<file path="src/rtl/button_pad_decoder_if.sv">
// Bundles the raw button pins and the decoded press events of the Simon button front end.
// The master side drives the raw pins; the slave side is the decoder.
interface button_pad_decoder_if;
  logic       btnU;
  logic       btnR;
  logic       btnD;
  logic       btnL;
  logic       btnC;
  logic       press_valid;
  logic [3:0] press_code;
  logic       start_pulse;
  logic       chord_err;
  logic [4:0] held;

  modport master (
    output btnU, btnR, btnD, btnL, btnC,
    input  press_valid, press_code, start_pulse, chord_err, held
  );

  modport slave (
    input  btnU, btnR, btnD, btnL, btnC,
    output press_valid, press_code, start_pulse, chord_err, held
  );
endinterface

</file>
<file path="src/rtl/button_pad_decoder.sv">
// Turns five raw push buttons into clean one-cycle press events.
// Each button is synchronised, debounced, and edge-detected. A lockout FSM allows one event per press.
module button_pad_decoder #(
  parameter int DEBOUNCE_CYCLES = 1000000,
  parameter int CNT_W           = 20
) (
  input logic                 clk,
  input logic                 rst,
  button_pad_decoder_if.slave bus
);

  localparam logic [CNT_W-1:0] CntMax = CNT_W'(DEBOUNCE_CYCLES - 1);

  typedef enum logic {
    IDLE,
    PRESSED
  } state_e;

  // Bit order is {C,L,D,R,U}, so bits [3:0] line up with the LED one-hot codes.
  logic [4:0]       raw;
  logic [4:0]       sync1_q;
  logic [4:0]       sync2_q;
  logic [4:0]       stable_q;
  logic [4:0]       stable_d;
  logic [4:0]       stableDly_q;
  logic [4:0]       rise;
  logic [CNT_W-1:0] cnt_q [5];
  logic [CNT_W-1:0] cnt_d [5];
  logic [3:0]       dirRise;
  logic [3:0]       dirStable;
  logic             singleRise;
  state_e           state_q;
  logic             pressValid_q;
  logic [3:0]       pressCode_q;
  logic             chordErr_q;
  logic             startPulse_q;

  assign raw = {bus.btnC, bus.btnL, bus.btnD, bus.btnR, bus.btnU};

  always_ff @(posedge clk) begin
    if (rst) begin
      sync1_q <= '0;
      sync2_q <= '0;
    end else begin
      sync1_q <= raw;
      sync2_q <= sync1_q;
    end
  end

  // The count restarts whenever the input agrees with the stable level again.
  always_comb begin
    stable_d = stable_q;
    for (int i = 0; i < 5; i++) begin
      cnt_d[i] = '0;
      if (sync2_q[i] != stable_q[i]) begin
        if (cnt_q[i] == CntMax) begin
          stable_d[i] = sync2_q[i];
        end else begin
          cnt_d[i] = cnt_q[i] + CNT_W'(1);
        end
      end
    end
  end

  always_ff @(posedge clk) begin
    if (rst) begin
      stable_q    <= '0;
      stableDly_q <= '0;
      for (int i = 0; i < 5; i++) begin
        cnt_q[i] <= '0;
      end
    end else begin
      stable_q    <= stable_d;
      stableDly_q <= stable_q;
      for (int i = 0; i < 5; i++) begin
        cnt_q[i] <= cnt_d[i];
      end
    end
  end

  assign rise       = stable_q & ~stableDly_q;
  assign dirRise    = rise[3:0];
  assign dirStable  = stable_q[3:0];
  assign singleRise = (dirRise != 4'b0000) && ((dirRise & (dirRise - 4'd1)) == 4'b0000);

  always_ff @(posedge clk) begin
    if (rst) begin
      startPulse_q <= 1'b0;
    end else begin
      startPulse_q <= rise[4];
    end
  end

  // A press is accepted only when it is the sole directional button down; anything else is a chord.
  always_ff @(posedge clk) begin
    if (rst) begin
      state_q      <= IDLE;
      pressValid_q <= 1'b0;
      pressCode_q  <= 4'b0000;
      chordErr_q   <= 1'b0;
    end else begin
      pressValid_q <= 1'b0;
      pressCode_q  <= 4'b0000;
      chordErr_q   <= 1'b0;
      case (state_q)
        IDLE: begin
          if (dirRise != 4'b0000) begin
            if (singleRise && ((dirStable & ~dirRise) == 4'b0000)) begin
              pressValid_q <= 1'b1;
              pressCode_q  <= dirRise;
            end else begin
              chordErr_q <= 1'b1;
            end
            state_q <= PRESSED;
          end
        end
        PRESSED: begin
          if (dirRise != 4'b0000) begin
            chordErr_q <= 1'b1;
          end else if (dirStable == 4'b0000) begin
            state_q <= IDLE;
          end
        end
        default: state_q <= IDLE;
      endcase
    end
  end

  assign bus.press_valid = pressValid_q;
  assign bus.press_code  = pressCode_q;
  assign bus.start_pulse = startPulse_q;
  assign bus.chord_err   = chordErr_q;
  assign bus.held        = stable_q;

endmodule
</file>
<file path="src/flat_wrapper.sv">
// flat-port wrapper written by rule: the top's interface ports become plain ports
module button_pad_decoder_flat 
#(
  parameter int DEBOUNCE_CYCLES = 1000000,
  parameter int CNT_W           = 20
)
  (clk, rst, bus_btnU, bus_btnR, bus_btnD, bus_btnL, bus_btnC, bus_press_valid, bus_press_code, bus_start_pulse, bus_chord_err, bus_held);
  button_pad_decoder_if bus_i ();
  input logic clk;
  input logic rst;
  input wire logic [$bits(bus_i.btnU)-1:0] bus_btnU;
  input wire logic [$bits(bus_i.btnR)-1:0] bus_btnR;
  input wire logic [$bits(bus_i.btnD)-1:0] bus_btnD;
  input wire logic [$bits(bus_i.btnL)-1:0] bus_btnL;
  input wire logic [$bits(bus_i.btnC)-1:0] bus_btnC;
  output wire logic [$bits(bus_i.press_valid)-1:0] bus_press_valid;
  output wire logic [$bits(bus_i.press_code)-1:0] bus_press_code;
  output wire logic [$bits(bus_i.start_pulse)-1:0] bus_start_pulse;
  output wire logic [$bits(bus_i.chord_err)-1:0] bus_chord_err;
  output wire logic [$bits(bus_i.held)-1:0] bus_held;
  assign bus_i.btnU = bus_btnU;
  assign bus_i.btnR = bus_btnR;
  assign bus_i.btnD = bus_btnD;
  assign bus_i.btnL = bus_btnL;
  assign bus_i.btnC = bus_btnC;
  assign bus_press_valid = bus_i.press_valid;
  assign bus_press_code = bus_i.press_code;
  assign bus_start_pulse = bus_i.start_pulse;
  assign bus_chord_err = bus_i.chord_err;
  assign bus_held = bus_i.held;
  button_pad_decoder #(.DEBOUNCE_CYCLES(DEBOUNCE_CYCLES), .CNT_W(CNT_W)) u_core (.clk(clk), .rst(rst), .bus(bus_i));
endmodule
</file>
<file path="config.mk">
export PLATFORM = sky130hd
export DESIGN_NAME = button_pad_decoder_flat
export DESIGN_NICKNAME = d
export VERILOG_FILES = /design/src/rtl/button_pad_decoder_if.sv /design/src/rtl/button_pad_decoder.sv /design/src/flat_wrapper.sv
export SDC_FILE = /design/constraint.sdc
export NUM_CORES = 1
export LEC_CHECK = 0
export CORE_ASPECT_RATIO = 0.8
export CORE_MARGIN = 3
export CORE_UTILIZATION = 40
export DETAILED_ROUTE_END_ITERATION = 6
export PLACE_DENSITY = 0.63
export RECOVER_POWER = 100
export SLEW_MARGIN = 20
export SYNTH_ARGS = -nofsm -noshare
export SYNTH_HDL_FRONTEND = slang
export SYNTH_SLANG_ARGS = --single-unit
</file>
<file path="constraint.sdc">
create_clock -name clk -period 6.1 [get_ports clk]
set_clock_uncertainty 0.2 [all_clocks]
set_input_delay 0.61 -clock clk [delete_from_list [all_inputs] [get_ports clk]]
set_output_delay 0.61 -clock clk [all_outputs]
set_load 0.005 [all_outputs]
</file>
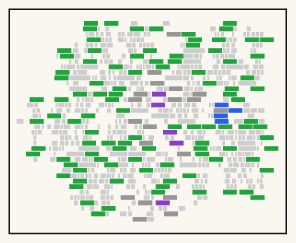
run_1/registers.png
Drawn at 2 px/um. Other sequential cells in the stronger grey, the rest of the logic in the fainter grey.
| netlist name | colour | sequential cells | where |
|---|---|---|---|
| `u_core.cnt_q` | green | 100 | widely spread |
| `u_core.stableDly_q` | purple | 5 | centre |
| `u_core.bus.press_code` | blue | 4 | east |
not coloured: 19
sequential cell power: 843 uW
register share of the cell area: 39.9%
core occupancy in the finished layout: 48.5%
register area: 2560 um2

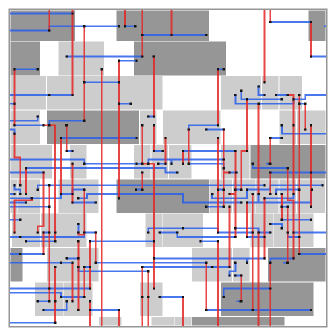
run_1/zoom.png
Region (56, 21) to (81, 46) um. Cells in grey, sequential cells in the stronger grey; small squares are vias.
| layer | colour |
|---|---|
| met1 | blue |
| met2 | red |
cells with their middle in the window: 43
most frequent: dfxtp_1 (8), nor2_1 (7), nand3_1 (6)
netlist names of flops here include: `u_core.cnt_q` (7), `u_core.bus.held` (1)
sequential cells in the window: 8

==> Implementation_results.wiki, run 1 <==
=== Synthesis and place and route ===
{| class="wikitable"
! Metric !! Value
|-
| Run status || finished, violations left
|-
| Violations in the final reports || max-capacitance violations, max-slew violations
|-
| Most common library cells after synthesis || dfxtp_1, nor2_1, nand3_1
|-
| Number of cells traversed by the worst register-to-register path || 4
|-
| Minimum clock period || 3.50 ns
|-
| Switching component of the power || 353 uW
|-
| Transition time of the tightest slew-check pin || 2.05 ns
|-
| Final global-route overflow total || 0
|-
| Number of rows in the core area || 37
|-
| Clock network area share || 9.48%
|-
| Fraction of final layout cells with drive strength greater than 1 || 5.76%
|-
| Share of the cycle needed by the critical path after routing || 57.3%
|-
| Top-area cell share || 46.1%
|-
| Post-Place Worst Slack || 3.28 ns
|-
| Number of hold violations in the final report || 0
|-
| Clock tree from TritonCTS || yes
|-
| Max-capacitance violation count || 4
|-
| Clock slew at the register clock pins of the worst setup and hold paths || 0.05 ns
|-
| Setup bufs post-CTS || 0
|-
| Worst max-slew margin expressed relative to the limit || -38.1%
|-
| Post-layout power || 1890 uW
|-
| Number of enable flip-flop cells || 0
|-
| Number of max-slew violations in the final report || 80
|-
| Num CTS Buffers || 17
|-
| Starting DRC count in detailed routing || 309
|-
| Flop pwr share || 44.5%
|-
| Fin area || 6420 um2
|-
| Vias || 4435
|-
| Number of global-route vias before repair || 4187
|-
| Layout buffer count excluding clock buffers || 19
|-
| YS warnings || 0
|-
| Static Leakage || 0.00198 uW
|-
| Critical Path Stages || 4
|-
| Combinational share of cell area || 43.2%
|-
| Via density || 5.31
|-
| Clk_buf instances || 26
|-
| Hold_buf cts || 0
|-
| Flop-to-flop setup slack || 2.60 ns
|-
| Data arrival time of the critical path || 3.50 ns
|-
| Avg Cell Area, Syn || 8.89 um2
|-
| Number of warning messages in the logs || 26
|-
| Min-Delay Path Class || flop to flop
|-
| FF+latch count, synth || 128
|-
| Fraction of the yosys area taken by sequential cells || 46.1%
|-
| Source-to-sink clock delay at the later pin of the worst-skew pair || 0.40 ns
|-
| Total negative slack || 0 ns
|-
| Crit path max-delay family || AND-OR/OR-AND gates
|-
| Worst ir drop on vdd || 0.185 mV
|-
| Die footprint || 15400 um2
|-
| Final WL || 11100 um
|-
| Number of ordinary inverters in the final layout || 22
|-
| Maximum number of pins on one net before global-route repair || 31
|-
| Cell repeated most along the worst path || or4_1
|-
| DRT antenna net count || 0
|-
| Post-synthesis chip area from yosys || 5560 um2
|-
| Post-synthesis instance total || 625
|-
| Ports placed on the boundary || 19
|-
| Fraction of synthesis flops using an asynchronous set or reset pin || 0%
|-
| Relative area of non-clock buffer cells in the final design || 2.77%
|-
| Worst setup path endpoint || u_core.cnt_q[0][48]
|-
| Achievable clock frequency || 286 MHz
|-
| Cell Type Count || 45
|-
| Worst reg2reg endpoint || u_core.cnt_q[0][48]
|-
| Number of buffers between clock root and the deepest sink || 2
|-
| Critical path class || flop to flop
|-
| Cell area power density || 295 nW/um2
|-
| Dpl cell area || 5860 um2
|-
| Flip-flops || 128
|-
| Slowest stage cell on the critical path || o21ai_0
|-
| Area Overhead vs Synth || 15.6%
|-
| Data required time of the critical path || 6.11 ns
|-
| Post-route DRC violation count || 0
|-
| Wire length of the first global-routing pass || 19300 um
|-
| Pre-Repair DR Iteration Count || 4
|-
| Number of failing setup endpoints in the final timing report || 0
|-
| Most flops, register || u_core.cnt_q
|-
| Min-Delay Path Depth || 1
|-
| Number of antenna violations at the first check in global routing || 0
|-
| Part of the total power dissipated in the clock network || 54.6%
|-
| Crit path buf inv count || 0
|-
| Number of instances in the placed design || 804
|}
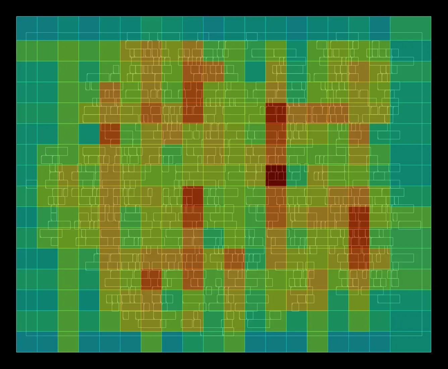
run_1/final_congestion.png
GRT busiest layer: met2
aggregate global-route resource usage: 15.2%
post-detailed-route wirelength per cell: 13.3 um

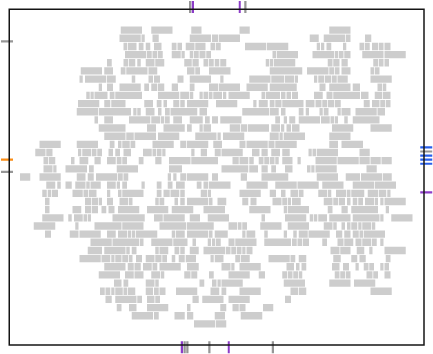
run_1/pins.png
Drawn at 3 px/um. Pins as bars across the die edge, other pins in grey.
| port | colour | pins | direction | edge |
|---|---|---|---|---|
| `bus_press_code` | blue | 4 | output | east |
| `bus_held` | purple | 5 | output | 2 north, 2 south, 1 east |
| `bus_btnR` | orange | 1 | input | west |
die width: 138 um
Die Y-Extent: 111 um

-- run 1: cell families after synthesis --
logic type | count (synthesis) | synth area share, %
flops | 128 | 46.1
simple gates | 304 | 30.2
buf+inv | 37 | 3.31
xor+xnor | 60 | 9.46
compound gates | 91 | 9.79
fa+ha+maj | 5 | 1.13
-- run 1: power groups by stage --
| stage | clock network (uW) | logic [uW] | registers, uW |
|---|---|---|---|
| after CTS | 1060 | 19.4 | 843 |
| after global routing | 1100 | 20.5 | 843 |
| after floorplan | 0 | 14.1 | 860 |
| final | 1030 | 17.8 | 843 |
| after global placement | 0 | 18.8 | 861 |
| after detailed placement | 0 | 19.3 | 861 |
-- run 1: layout by cell type, fill, tap and decap left out, drive strengths merged, types with 2 or more instances in the layout --
cell | synthesis | layout
nor2b | 16 | 16
a31o | 2 | 2
nand4 | 19 | 19
and4 | 8 | 8
or4b | 3 | 3
inv | 22 | 22
nand4b | 3 | 3
xnor2 | 36 | 36
nor4bb | 2 | 2
nand3b | 2 | 2
nor2 | 73 | 73
clkdlybuf4s50 | 0 | 5
nor4 | 15 | 15
o31ai | 11 | 11
ha | 5 | 5
o21a | 4 | 4
xor2 | 24 | 24
clkinv | 0 | 2
and2 | 6 | 6
clkbuf | 10 | 28
nand3 | 46 | 46
or4 | 15 | 15
nor3 | 16 | 16
a21oi | 41 | 41
nand2 | 28 | 28
nor3b | 2 | 2
dlygate4sd3 | 0 | 12
or3b | 4 | 4
dfxtp | 128 | 128
and3 | 11 | 11
nand2b | 5 | 5
or3 | 25 | 25
o21ai | 31 | 31
bufinv | 0 | 3
nor4b | 3 | 3
-- run 1: layer usage --
layer | wire length, um | GRT usage [%]
met4 | 73 | 3.95
met2 | 5140 | 23.5
met1 | 5460 | 20.7
met3 | 430 | 4.88
met5 | 0 | 0
run_1/gate_families.png
Drawn at 2 px/um.
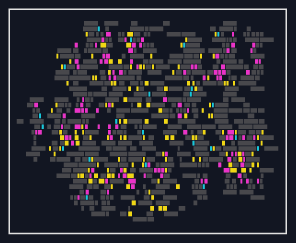

==> inputs of run 2 (changes only) <==
--- a/config.mk
+++ b/config.mk
@@ -9,7 +9,7 @@
 export CORE_MARGIN = 3
 export CORE_UTILIZATION = 40
 export DETAILED_ROUTE_END_ITERATION = 6
-export PLACE_DENSITY = 0.63
+export PLACE_DENSITY = 0.65
 export RECOVER_POWER = 100
 export SLEW_MARGIN = 20
 export SYNTH_ARGS = -nofsm -noshare
==> constraint.sdc (replaced) <==
create_clock -name clk -period 2.85 [get_ports clk]
set_clock_uncertainty 0.2 [all_clocks]
set_input_delay 0.285 -clock clk [delete_from_list [all_inputs] [get_ports clk]]
set_output_delay 0.285 -clock clk [all_outputs]
set_load 0.005 [all_outputs]
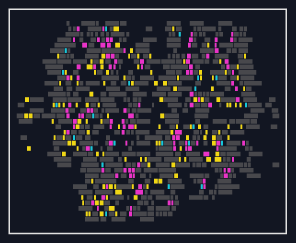
run_2/gate_families.png
Drawn at 2 px/um.
| family | colour | cells | most used |
|---|---|---|---|
| inverters | cyan | 22 | inv_1 |
| NAND gates | magenta | 104 | nand3_1 |
| NOR gates | yellow | 127 | nor2_1 |

==> Implementation_results.wiki, run 2 <==
=== Synthesis and place and route ===
{| class="wikitable"
! Metric !! Value
|-
| Cell total in the yosys stat output || 625 (unchanged)
|-
| Register area || 2560 um2 (unchanged)
|-
| Flop-to-flop setup slack || 0.48 ns (was 2.60 ns)
|-
| Biggest area contributors in the synthesized netlist || dfxtp_1, xnor2_1, nor2_1 (unchanged)
|-
| Starting DRC count in detailed routing || 403 (was 309)
|-
| Fraction of met3 tracks used by global routing || 5.06% (was 4.88%)
|-
| Number of rows in the core area || 37 (unchanged)
|-
| Dpl cell area || 5920 um2 (was 5860 um2)
|-
| Pre-Repair DR Iteration Count || 4 (unchanged)
|-
| YS warnings || 0 (unchanged)
|-
| Max-capacitance violation count || 0 (was 4)
|-
| GRT busiest layer || met2 (unchanged)
|-
| Count of buffers from port buffering || 18 (unchanged)
|-
| Number of warning messages in the logs || 26 (unchanged)
|-
| Die Y-Extent || 111 um (unchanged)
|-
| Number of buffers between clock root and the deepest sink || 2 (unchanged)
|-
| Die width || 138 um (unchanged)
|-
| Worst reg2reg endpoint || u_core.cnt_q[0][12] (was u_core.cnt_q[0][48])
|-
| Critical path class || flop to flop (unchanged)
|-
| Aggregate global-route resource usage || 15.4% (was 15.2%)
|-
| Synth area leader || dfxtp_1 (unchanged)
|-
| Combinational Area || 2800 um2 (was 2770 um2)
|-
| Fraction of synthesis flops using an asynchronous set or reset pin || 0% (unchanged)
|-
| Data arrival time of the critical path || 2.42 ns (was 3.50 ns)
|-
| Die footprint || 15400 um2 (unchanged)
|-
| Vias || 4420 (was 4435)
|-
| Post-route DRC violation count || 0 (unchanged)
|-
| Post-synthesis chip area from yosys || 5560 um2 (unchanged)
|-
| Number of enable flip-flop cells || 0 (unchanged)
|-
| Number of failing setup endpoints in the final timing report || 0 (unchanged)
|-
| Leading cell type in the layout, fill and taps excluded || dfxtp_1 (unchanged)
|-
| Met2 Routed Length || 4780 um (was 5140 um)
|-
| Most flops, register || u_core.cnt_q (unchanged)
|-
| Number of H-tree levels || 4 (unchanged)
|-
| Hold Path Sink || u_core.bus.start_pulse (unchanged)
|-
| FF+latch count, synth || 128 (unchanged)
|-
| Static Leakage || 0.00201 uW (was 0.00198 uW)
|-
| DRT antenna net count || 0 (unchanged)
|-
| Number of max-slew violations in the final report || 0 (was 80)
|-
| Post-synthesis instance total || 625 (unchanged)
|-
| Final WL || 11200 um (was 11100 um)
|-
| Maximum number of pins on one net before global-route repair || 20 (was 31)
|-
| Top-area cell share || 46.1% (unchanged)
|-
| Met2 Usage GRT || 22.1% (was 23.5%)
|-
| Most common library cells after synthesis || dfxtp_1, nor2_1, nand3_1 (unchanged)
|-
| Total negative slack || 0 ns (unchanged)
|-
| Met3 WL post-DR || 428 um (was 430 um)
|-
| Number of cells traversed by the worst register-to-register path || 6 (was 4)
|-
| Min-Delay Path Depth || 1 (unchanged)
|-
| Wire length of the first global-routing pass || 19200 um (was 19300 um)
|-
| Post-layout power || 4120 uW (was 1890 uW)
|-
| Run status || finished, final reports clean (was finished, violations left)
|-
| Ports placed on the boundary || 19 (unchanged)
|-
| Count of nets after finishing || 667 (was 660)
|-
| Worst max-slew margin expressed relative to the limit || 44.1% (was -38.1%)
|-
| Cell Type Count || 45 (unchanged)
|-
| Hold_buf cts || 0 (unchanged)
|-
| Top routing layer in use || met4 (unchanged)
|-
| Launching element type of the critical path || flop (unchanged)
|-
| Area Overhead vs Synth || 16.9% (was 15.6%)
|-
| Min-Delay Path Class || flop to flop (unchanged)
|-
| Setup bufs post-CTS || 0 (unchanged)
|-
| Achievable clock frequency || 422 MHz (was 286 MHz)
|-
| Fraction of the yosys area taken by sequential cells || 46.1% (unchanged)
|-
| Via density || 5.26 (was 5.31)
|-
| Most frequent cells in the layout || dfxtp_1, nor2_1, nand3_1 (unchanged)
|-
| Clock tree from TritonCTS || yes (unchanged)
|-
| Num CTS Buffers || 17 (unchanged)
|-
| Final global-route overflow total || 0 (unchanged)
|-
| Minimum clock period || 2.37 ns (was 3.50 ns)
|-
| Avg Cell Area, Syn || 8.89 um2 (unchanged)
|-
| Data required time of the critical path || 2.90 ns (was 6.11 ns)
|-
| Number of hold violations in the final report || 0 (unchanged)
|-
| Fin area || 6500 um2 (was 6420 um2)
|-
| Final HPWL from detailed placement || 7690 um (was 7540 um)
|-
| Share of the cycle needed by the critical path after routing || 83.1% (was 57.3%)
|-
| Worst ir drop on vdd || 0.394 mV (was 0.185 mV)
|-
| Clock slew at the register clock pins of the worst setup and hold paths || 0.05 ns (about the same)
|-
| Number of global-route vias before repair || 4129 (was 4187)
|-
| Number of antenna violations at the first check in global routing || 0 (unchanged)
|-
| Source-to-sink clock delay at the later pin of the worst-skew pair || 0.40 ns (about the same)
|-
| Fraction of final layout cells with drive strength greater than 1 || 6.31% (was 5.76%)
|-
| Transition time of the tightest slew-check pin || 0.839 ns (was 2.05 ns)
|-
| Cell area power density || 634 nW/um2 (was 295 nW/um2)
|-
| Routed met1 length || 5840 um (was 5460 um)
|}
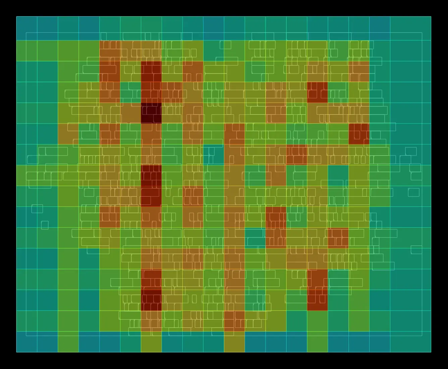
run_2/final_congestion.png
post-detailed-route wirelength per cell: 13.3 um
met1 GRT Util: 21.8%

## run 2: how the worst max path moves through the flow
| stage | end | slack, ns | depth (start not counted) |
|---|---|---|---|
| after floorplan | u_core.cnt_q[0][51] | 0.74 | 5 |
| after global placement | u_core.cnt_q[0][43] | 0.60 | 4 |
| after detailed placement | u_core.cnt_q[0][50] | 0.55 | 4 |
| after CTS | u_core.cnt_q[0][50] | 0.54 | 4 |
| after global routing | u_core.cnt_q[0][4] | 0.24 | 6 |
| final | u_core.cnt_q[0][12] | 0.48 | 6 |
## run 2: cells by family (layout without fill, tap and decap cells)
logic type / count (synthesis) / after routing / synth area share [%]
AND-OR/OR-AND: 91 / 91 / 9.79
XOR/XNOR: 60 / 60 / 9.46
adder cells (fa/ha/maj): 5 / 5 / 1.13
buffers and inverters: 37 / 78 / 3.31
flip-flops: 128 / 128 / 46.1
AND/OR/NAND/NOR: 304 / 304 / 30.2
## run 2: worst max-delay path: stages (launching register included)
cell and delay (ns):
dfxtp_1 0.39, ha_1 0.22, nand2_1 0.12, or2_2 0.34
o21ai_0 0.16, clkbuf_1 0.66, nor2_1 0.13
## run 2: final cells by class
class / count / area share, %
Sequential cell: 128 / 39.4
Clock buffer: 21 / 7.24
Multi-Input combinational cell: 460 / 43.0
Tap cell: 175 / 3.37
Clock inverter: 9 / 2.41
Timing Repair Buffer: 26 / 3.24
Inverter: 22 / 1.27
## run 2: where the power goes
group / internal [uW] / switching (uW)
Clock: 1530 / 743
Sequential: 1800 / 5.63
Combinational: 16.6 / 26.1
## run 2: through the flow
step / std cells / setup WS [ns] / util [%]
finish: 841 / 0.481 / 49.1
global route: 841 / 0.245 / 49.1
CTS: 841 / 0.544 / 49.4
detailed placement: 811 / 0.546 / 44.7
global placement: 811 / 0.599 / 44.7
floorplan: 625 / 0.739 / -
run_2/pins.png
Drawn at 3 px/um. Pins as bars across the die edge, other pins in grey.
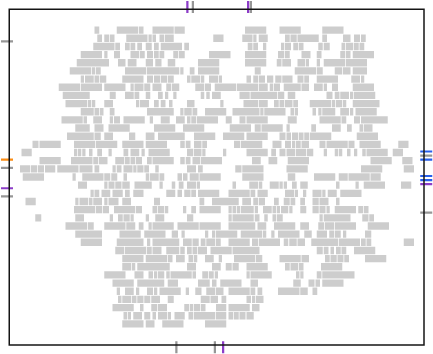

==> inputs of run 3 (changes only) <==
--- a/config.mk
+++ b/config.mk
@@ -9,7 +9,7 @@
 export CORE_MARGIN = 3
 export CORE_UTILIZATION = 40
 export DETAILED_ROUTE_END_ITERATION = 6
-export PLACE_DENSITY = 0.65
+export PLACE_DENSITY = 0.63
 export RECOVER_POWER = 100
 export SLEW_MARGIN = 20
 export SYNTH_ARGS = -nofsm -noshare
==> constraint.sdc (replaced) <==
create_clock -name clk -period 2.4 [get_ports clk]
set_clock_uncertainty 0.2 [all_clocks]
set_input_delay 0.24 -clock clk [delete_from_list [all_inputs] [get_ports clk]]
set_output_delay 0.24 -clock clk [all_outputs]
set_load 0.005 [all_outputs]
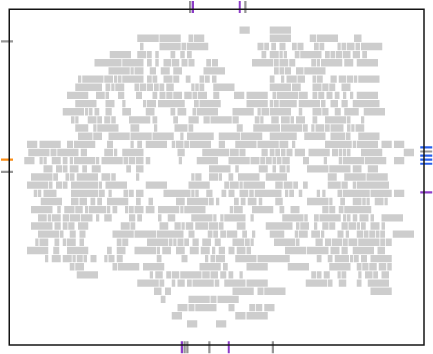
run_3/pins.png
Drawn at 3 px/um. Pins as bars across the die edge, other pins in grey.
| port | colour | pins | direction | edge |
|---|---|---|---|---|
| `bus_held` | purple | 5 | output | 2 north, 2 south, 1 east |
| `bus_btnR` | orange | 1 | input | west |
| `bus_press_code` | blue | 4 | output | east |
all pins by edge: 6 south, 6 east, 4 north, 3 west

==> Implementation_results.wiki, run 3 <==
=== Synthesis and place and route ===
{| class="wikitable"
! Metric !! Value
|-
| Run status || finished, final reports clean (unchanged)
|-
| Data arrival time of the critical path || 2.31 ns (was 2.42 ns)
|-
| DRT antenna net count || 0 (unchanged)
|-
| Min-Delay Path Class || input pin to flop (was flop to flop)
|-
| Portion of total power attributed to combinational logic || 1.1% (was 1.0%)
|-
| Number of global-route vias before repair || 4253 (was 4129)
|-
| Share of the cycle needed by the critical path after routing || 92.2% (was 83.1%)
|-
| Count of buffers from port buffering || 18 (unchanged)
|-
| Starting DRC count in detailed routing || 240 (was 403)
|-
| Cell Type Count || 45 (unchanged)
|-
| Fraction of the yosys area taken by sequential cells || 46.1% (unchanged)
|-
| Hold_buf cts || 0 (unchanged)
|-
| Die footprint || 15400 um2 (unchanged)
|-
| Final global-route overflow total || 0 (unchanged)
|-
| Part of the total power dissipated in the clock network || 53.8% (was 55.1%)
|-
| Wire length of the first global-routing pass || 19500 um (was 19200 um)
|-
| Number of failing setup endpoints in the final timing report || 0 (unchanged)
|-
| Switching component of the power || 930 uW (was 775 uW)
|-
| Vias || 4466 (was 4420)
|-
| Static Leakage || 0.00202 uW (was 0.00201 uW)
|-
| Setup bufs post-CTS || 0 (unchanged)
|-
| Source-to-sink clock delay at the later pin of the worst-skew pair || 0.41 ns (was 0.40 ns)
|-
| Internal power || 3820 uW (was 3340 uW)
|-
| Worst ir drop on vdd || 0.507 mV (was 0.394 mV)
|-
| FF+latch count, synth || 128 (unchanged)
|-
| Achievable clock frequency || 452 MHz (was 422 MHz)
|-
| Maximum number of pins on one net before global-route repair || 31 (was 20)
|-
| Leading cell type in the layout, fill and taps excluded || dfxtp_1 (unchanged)
|-
| Data required time of the critical path || 2.50 ns (was 2.90 ns)
|-
| Top-area cell share || 46.1% (unchanged)
|-
| Synth area leader || dfxtp_1 (unchanged)
|-
| Aggregate global-route resource usage || 15.4% (about the same)
|-
| Biggest area contributors in the synthesized netlist || dfxtp_1, xnor2_1, nor2_1 (unchanged)
|-
| Final instance count without filler cells || 849 (was 841)
|-
| Clock tree from TritonCTS || yes (unchanged)
|-
| Most frequent cells in the layout || dfxtp_1, nor2_1, nand3_1 (unchanged)
|-
| Num CTS Buffers || 17 (unchanged)
|-
| Post-synthesis chip area from yosys || 5560 um2 (unchanged)
|-
| Count of nets after finishing || 673 (was 667)
|-
| Number of rows in the core area || 37 (unchanged)
|-
| Die width || 138 um (unchanged)
|-
| Group drawing the most power || clock (unchanged)
|-
| Launching element type of the critical path || flop (unchanged)
|-
| Final HPWL from detailed placement || 7640 um (was 7690 um)
|-
| Number of instances in the placed design || 817 (was 811)
|-
| Most flops, register || u_core.cnt_q (unchanged)
|-
| Fraction of final layout cells with drive strength greater than 1 || 7.86% (was 6.31%)
|-
| Core occupancy in the finished layout || 49.5% (was 49.1%)
|-
| Max-capacitance violation count || 0 (unchanged)
|-
| Cell total in the yosys stat output || 625 (unchanged)
|-
| Dpl cell area || 6000 um2 (was 5920 um2)
|-
| Post-synthesis instance total || 625 (unchanged)
|-
| Power of the combinational group || 54.4 uW (was 42.7 uW)
|-
| Number of H-tree levels || 4 (unchanged)
|-
| Area Overhead vs Synth || 17.8% (was 16.9%)
|-
| Post-detailed-route wirelength per cell || 13.0 um (was 13.3 um)
|-
| Number of buffers between clock root and the deepest sink || 2 (unchanged)
|-
| Cell area power density || 726 nW/um2 (was 634 nW/um2)
|-
| Critical path class || flop to flop (unchanged)
|-
| Post-route DRC violation count || 0 (unchanged)
|-
| Pre-Repair DR Iteration Count || 5 (was 4)
|-
| YS warnings || 0 (unchanged)
|-
| Min-Delay Path Depth || 2 (was 1)
|-
| Transition time of the tightest slew-check pin || 0.483 ns (was 0.839 ns)
|-
| Ports placed on the boundary || 19 (unchanged)
|-
| Number of antenna violations at the first check in global routing || 0 (unchanged)
|-
| Fraction of synthesis flops using an asynchronous set or reset pin || 0% (unchanged)
|-
| Sequential cell power || 2140 uW (was 1810 uW)
|-
| Via density || 5.26 (about the same)
|-
| Worst max-slew margin expressed relative to the limit || 67.8% (was 44.1%)
|-
| Minimum clock period || 2.21 ns (was 2.37 ns)
|-
| Number of hold violations in the final report || 0 (unchanged)
|-
| Number of max-slew violations in the final report || 0 (unchanged)
|-
| Final WL || 11000 um (was 11200 um)
|-
| Number of enable flip-flop cells || 0 (unchanged)
|-
| Total negative slack || 0 ns (unchanged)
|-
| Fin area || 6550 um2 (was 6500 um2)
|}
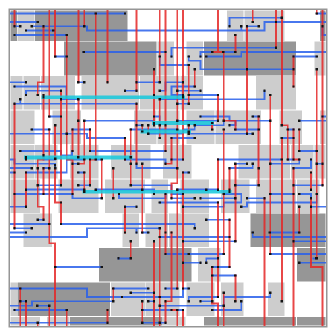
run_3/zoom.png
Region (56, 21) to (81, 46) um. Cells in grey, sequential cells in the stronger grey; small squares are vias.
| layer | colour |
|---|---|
| met3 | cyan |
| met2 | red |
| met1 | blue |
netlist names of flops here include: `u_core.cnt_q` (5), `u_core.bus.held` (1)
cells with their middle in the window: 50
sequential cells in the window: 6
most frequent: nor2_1 (7), dfxtp_1 (6), xnor2_1 (5)

==> run 3: per-layer routing <==
metal / part of all wire [%] / GRT usage [%] / vias to the layer above
met3: 3.8 / 4.43 / 10
met2: 45 / 23.4 / 74
met1: 50 / 21.2 / 2070
met4: 0.78 / 4.48 / 0
met5: 0 / 0 / -
li1: - / - / 2312
==> run 3: area by class of cell <==
cell class,count,area (um2),area share [%]
Tap cell,175,219,3.34
Inverter,22,82.6,1.26
Timing Repair Buffer,32,287,4.38
Multi-Input combinational cell,460,2800,42.7
Sequential cell,128,2560,39.1
Clock inverter,9,105,1.60
Clock buffer,23,498,7.60
==> run 3: final timing paths <==
kind	startpoint	slack (ns)	endpoint
setup / recovery	u_core.cnt_q[0][55]	0.19	u_core.cnt_q[0][51]
hold / removal	bus_btnC	0.18	u_core.sync1_q[4]
setup reg to reg	u_core.cnt_q[0][55]	0.19	u_core.cnt_q[0][51]
hold reg to reg	u_core.stableDly_q[4]	0.19	u_core.bus.start_pulse
==> run 3: per-stage QoR <==
stage	hold slack, ns	setup slack (ns)	power, uW
after floorplan	0.167	0.289	2220
after global placement	0.174	0.294	2250
after detailed placement	0.186	0.260	2250
after CTS	0.169	0.245	4810
after global routing	0.178	0.0632	4920
final	0.184	0.186	4750
==> run 3: critical path: stages, from the launching register on <==
cell	delay (ns)
dfxtp_1	0.33
or4_1	0.51
or4_1	0.61
o21ai_4	0.22
buf_12	0.17
nor2_1	0.06
==> run 3: logic make-up (layout without fill, tap and decap cells) <==
family / Yosys count / after routing / synth area share (%)
AND-OR/OR-AND: 91 / 91 / 9.79
adder cells (fa/ha/maj): 5 / 5 / 1.13
buffers and inverters: 37 / 86 / 3.31
AND/OR/NAND/NOR: 304 / 304 / 30.2
flip-flops: 128 / 128 / 46.1
XOR/XNOR: 60 / 60 / 9.46
Power and IR drop assume default switching activity.
